==> config.mk <==
export PLATFORM = sky130hd
export DESIGN_NAME = counter_sequencer
export DESIGN_NICKNAME = d
export VERILOG_FILES = /design/src/rtl/counter_sequencer.sv
export SDC_FILE = /design/constraint.sdc
export NUM_CORES = 1
export LEC_CHECK = 0
export ABC_AREA = 1
export ABC_CLOCK_PERIOD_IN_PS = 1600
export CAP_MARGIN = 20
export CORE_MARGIN = 3
export CORE_UTILIZATION = 35
export CTS_BUF_LIST = sky130_fd_sc_hd__clkbuf_2 sky130_fd_sc_hd__clkbuf_4 sky130_fd_sc_hd__clkbuf_8
export DETAILED_ROUTE_END_ITERATION = 6
export GPL_TIMING_DRIVEN = 0
export PLACE_DENSITY_LB_ADDON = 0.3
export SYNTH_ARGS = -nofsm -noshare
export SYNTH_HDL_FRONTEND = slang
export SYNTH_SLANG_ARGS = --single-unit
==> constraint.sdc <==
create_clock -name i_clk -period 1.6 [get_ports i_clk]
set_input_delay 0.16 -clock i_clk [delete_from_list [all_inputs] [get_ports i_clk]]
set_output_delay 0.16 -clock i_clk [all_outputs]
set_load 0.01 [all_outputs]
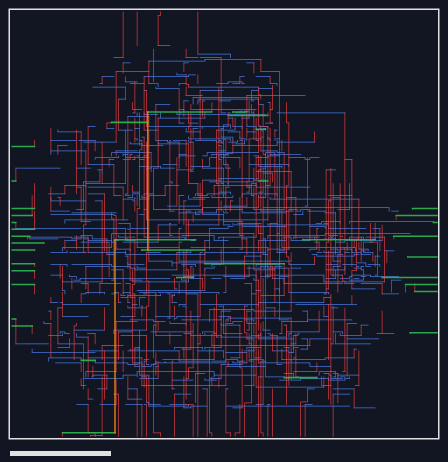
wires.png
The bar under the picture is 20 microns long.
| layer | colour | wire length |
|---|---|---|
| metal 2 | red | 2,480 microns |
| metal 4 | orange | 65.3 microns |
| metal 3 | green | 220 microns |
| metal 1 | blue | 2,530 microns |
post-detailed-routing wire length: 5.30 mm
vias after detailed routing: 2,008

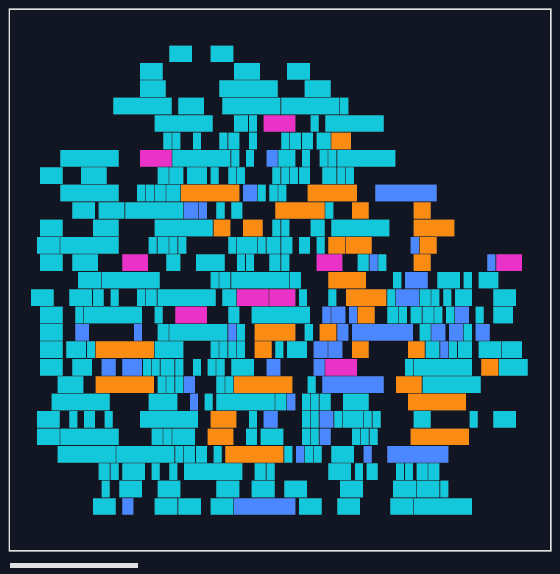
sizes.png
The bar under the picture is 20 microns long.
| size | colour | cells | share |
|---|---|---|---|
| _0 and _1 cells | cyan | 258 | 76% |
| _6 and larger | magenta | 9 | 2.7% |
| _3 and _4 cells | orange | 31 | 9.1% |
| _2 cells | blue | 41 | 12% |
Final Cell Area: 3090 sq um
Synth-to-Final Area Change: 43.5%
smallest setup slack after layout: -0.0546 ns

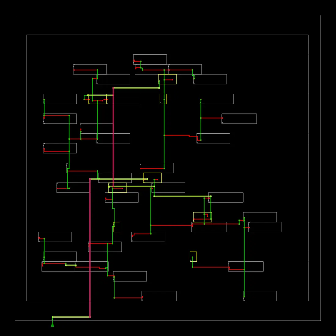
clocks.png
clock skew after layout: 0.00428 ns
source-to-sink clock delay at the later pin of the worst-skew pair: 0.29 ns
registers: 35
clock buffer count in the final layout: 5
Clock group: 639 uW

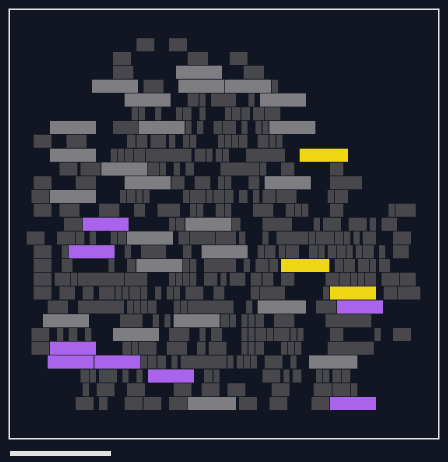
flops_by_reg.png
The bar under the picture is 20 microns long. Other sequential cells in the stronger grey, the rest of the logic in the fainter grey.
| name in the netlist | colour | placed flops |
|---|---|---|
| `o_data` | purple | 8 |
| `state_q` | yellow | 3 |
not coloured: 24
fin util: 54.0%
fraction of standard cell area that is sequential: 28.6%

==> COMMIT_EDITMSG <==
Log flow metrics for this revision

- The run finished, with violations left.
* Failing checks: setup timing
- Sequential Area: between 800 and 900 sq um
* Switching part of the total: 42.9%
* Wl on met1: approximately 2.5 mm
* Largest fanout on the critical path: 8
- Reg power frac: between 20% and 30%
- Measured against its own limit, the worst slew margin works out to around 45%.
- Wire length of the first global-routing pass: 8.91 mm
* Clock input transition at the sequential cells of the worst setup and hold paths: 0.08 ns
- Recorded from the global router log, the overflow total was 0.
- The Yosys step of the flow raised 0 warnings.
- According to the dpl log, the detail-placed design has an HPWL of 3.75 mm.
- Combined area of the multi-input logic cells: 1270 sq um
- Summed over all routing layers, the global router reports a total usage of 15.6%.
- Multi-Input Combinational: 196
- Number of endpoints failing setup at the final stage: 11
- Per the layout report, the design carries 33 non-clock inverters.
- Synthesis produced a netlist whose cell count is 269.
- For this run, the leading register cell type out of synthesis is sky130_fd_sc_hd__dfrtp_1.
- OpenROAD warnings: 29
* CTS H-Tree Depth: 2
- CTS placed an instance of sky130_fd_sc_hd__clkbuf_8 at the clock tree root.
- Final clock-cell share: 2.72%
- Share of power burned in combinational logic: 59.0%
* Final slew viol count: 0
* Total internal power: 3.22 mW
- Core footprint: ~5700 sq um
* CP Data Required Time: 1.79 ns
- After layout, the worst setup slack is -0.0546 ns.
- Sinks on Clock Net: 35
- Final hold viol count: 0
* Unique cell types: 30
* Slowest stage delay, CP: 0.41 ns
No activity file was given, so power comes from the tool's default toggle rates.
